wires.png
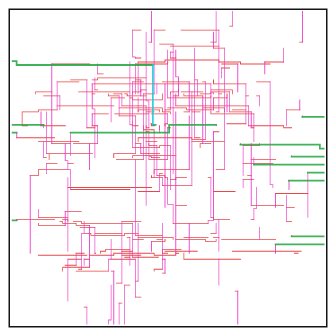
placement_by_type.png
Fill, decap, tap and diode cells in gray.
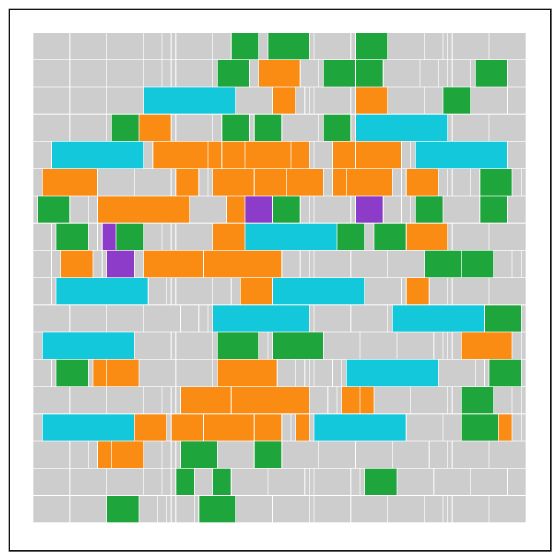
placement.png
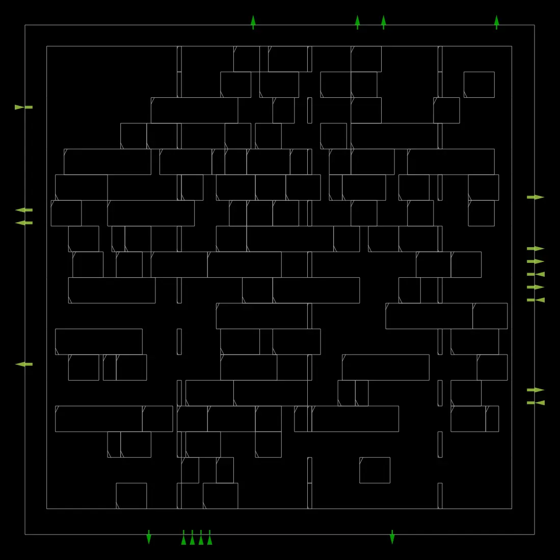
io_placement.png
Pins as bars across the die edge, other pins in gray.
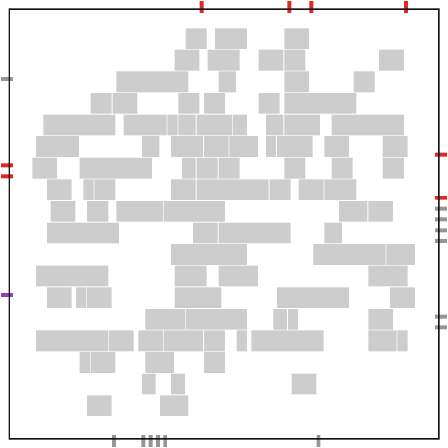
Design encoder4to2_pipe, sky130hd; sources not shown.
==> notes.md <==
The flow ran to the end, and the final reports show no timing, DRC or antenna violations. Most frequent logic cell in the layout: dlygate4sd2_1. The capturing element type of the critical path is a register. The run gives 927.1 sq um as the cell area after placement.

The run gives 0 as the number of max-slew violations in the final report. The detail-routed via count per cell is 4.727, and the total number of nets in the final design is 108. The signal on the critical path passes through clkdlybuf4s50_1 -> nand2b_4 -> nand2_4 -> nor4_2 -> mux2_2. The cell count of the worst hold path was 2; the area of the chip was 2908 sq um. Number of clock sinks: 13.

Signal nets in the final route climb as high as met4. Entering global routing, the biggest net connects 14 pins. The run gives 0 as the total setup violations reported at the end of the flow. The highest cell delay on the worst timing path was 0.46 ns; the total negative slack for setup checks was 0 ns. The timing report attributes the biggest portion of critical-path delay to simple AND/OR/NAND/NOR gates. The run gives 1.453 mW for the overall power consumption. The logs give 516.4 uW for the switching power of the nets and 1.002 mm for the final HPWL from detailed placement. The final timing report derives a shortest allowable period of 1.432 ns.

The count of nets left with antenna violations once routing finished came out at 0. The floorplan-stage core utilization is 0.2690, and the mean routed wirelength per cell is 12.56 um. TritonCTS created 3 clock buffers.

The tools report the data arrival time of the critical path as 1.59 ns. Looking at the max-slew report, the worst-margin pin has a slew of 0.5243 ns. The floorplan report gives the top-level pin count as 22. The tree is rooted in a clkbuf_4. The maximum vdd ir drop was 0.0009336 V; the post-cts hold buffer count was 0. For the global-route wire length before repair, the log shows 2.573 mm.

The total wire length was 1.608 mm; the clock tree skew after final layout was 0.0007066 ns. Share of layout cells above drive strength 1: 0.4184.
About wires.png:
Key: metal 1 = red [wire length 709 um]; metal 2 = magenta [wire length 774 um]; metal 4 = cyan [wire length 10.2 um]; metal 3 = green [wire length 116 um]
global router's overall resource usage: 0.1271
count of vias placed by the detailed router: 605

About placement_by_type.png:
Key: clock drivers and dummy loads = purple [cells 4, share of their area 2.4%]; combinational and other logic = orange [cells 44, share of their area 39%]; other buffers and delay cells = green [cells 37, share of their area 29%]; flops = cyan [cells 13, share of their area 30%]
Layout Utilization: 0.4714
register fraction of the total cell area: 0.2874
number of placement rows: 18
placeable core region: 2410 sq um
post-route standard cell area excluding fillers: 1136 sq um

About placement.png:
tap cells: 30
fillers: 231
total number of sequential cells: 13

About io_placement.png:
Key: `zero` = purple [pins 1, direction output, edge left]; `err_cnt` = red [pins 8, direction output, edge 4 top, 2 left, 2 right]
All pins by edge: 8 right, 6 bottom, 4 left, 4 top.
Die X: 53.93 um
buffers added on ports: 21

## through the flow
step                setup WS (ns)  hold WS [ns]  instances
floorplan                  0.1662        0.1170         58
finish                     0.1682        0.2493        128
global placement          -0.4441        0.4581        109
global route               0.1063        0.2535        128
CTS                       0.09205        0.3106        123
detailed placement        -0.4492        0.4597        109
## Yosys cell counts
master	count	area, sq um
dfrtp_1	13	325.3
o31ai_1	1	7.510
nand3_1	2	10.01
o21ai_0	2	10.01
nand2b_1	3	18.77
nor3_1	1	5.000
xor2_1	6	52.55
mux2_1	1	11.26
o211ai_2	1	12.51
nor4_1	3	18.77
and3_1	1	6.260
ha_1	1	12.51
mux2_4	1	15.01
or4b_1	2	20.02
nand2_1	7	26.28
nor4_2	1	12.51
nor4b_1	1	8.760
o41ai_1	2	17.52
nor3_2	1	10.01
nor2_1	1	3.750
or2_2	1	6.260
inv_1	1	3.750
clkbuf_1	1	3.750
xnor2_1	2	17.52
nand4_1	2	12.51
## power by group through the flow
stage	Clock [mW]	Sequential [mW]	Combinational, mW
2_1_floorplan	0	0.594	0.198
3_3_place_gp	0	0.570	0.510
3_5_place_dp	0	0.570	0.505
4_1_cts	0.218	0.515	0.646
5_1_grt	0.228	0.532	0.816
6_report	0.205	0.515	0.733
## layout make-up
type | count | area (sq um) | share of cell area
inverters | 1 | 3.754 | 0.003304
plain buffers | 1 | 13.76 | 0.01211
flip-flops and latches | 13 | 326.6 | 0.2874
repair buffers | 36 | 302.8 | 0.2665
clock buffers | 4 | 26.28 | 0.02313
multi-input cells | 43 | 425.4 | 0.3744
well taps | 30 | 37.54 | 0.03304
## per-layer routing
| layer | global-route usage | up-vias |
|---|---|---|
| met1 | 0.1549 | 292 |
| li1 | - | 296 |
| met5 | 0 | - |
| met2 | 0.2033 | 15 |
| met3 | 0.06111 | 2 |
| met4 | 0.02564 | 0 |
## cells by family (layout without fill, tap and decap cells)
family	count (synthesis)	in the layout	synth area share
DFF	13	13	0.5019
adders and majority gates	1	1	0.01930
muxes	2	2	0.04053
buffers and inverters	2	42	0.01157
AOI/OAI and AO/OA	6	6	0.07337
and+or+nand+nor	26	26	0.2452
xor gates and xnor gates	8	8	0.1081
## repair_timing
action,CTS,global route
setup endpoints to repair,23,8
hold endpoints to repair,0,0
buffers inserted,10,5
pin swaps,3,7
gates resized,33,13
Power figures rest on the tool's default switching activity, not on a simulated workload.
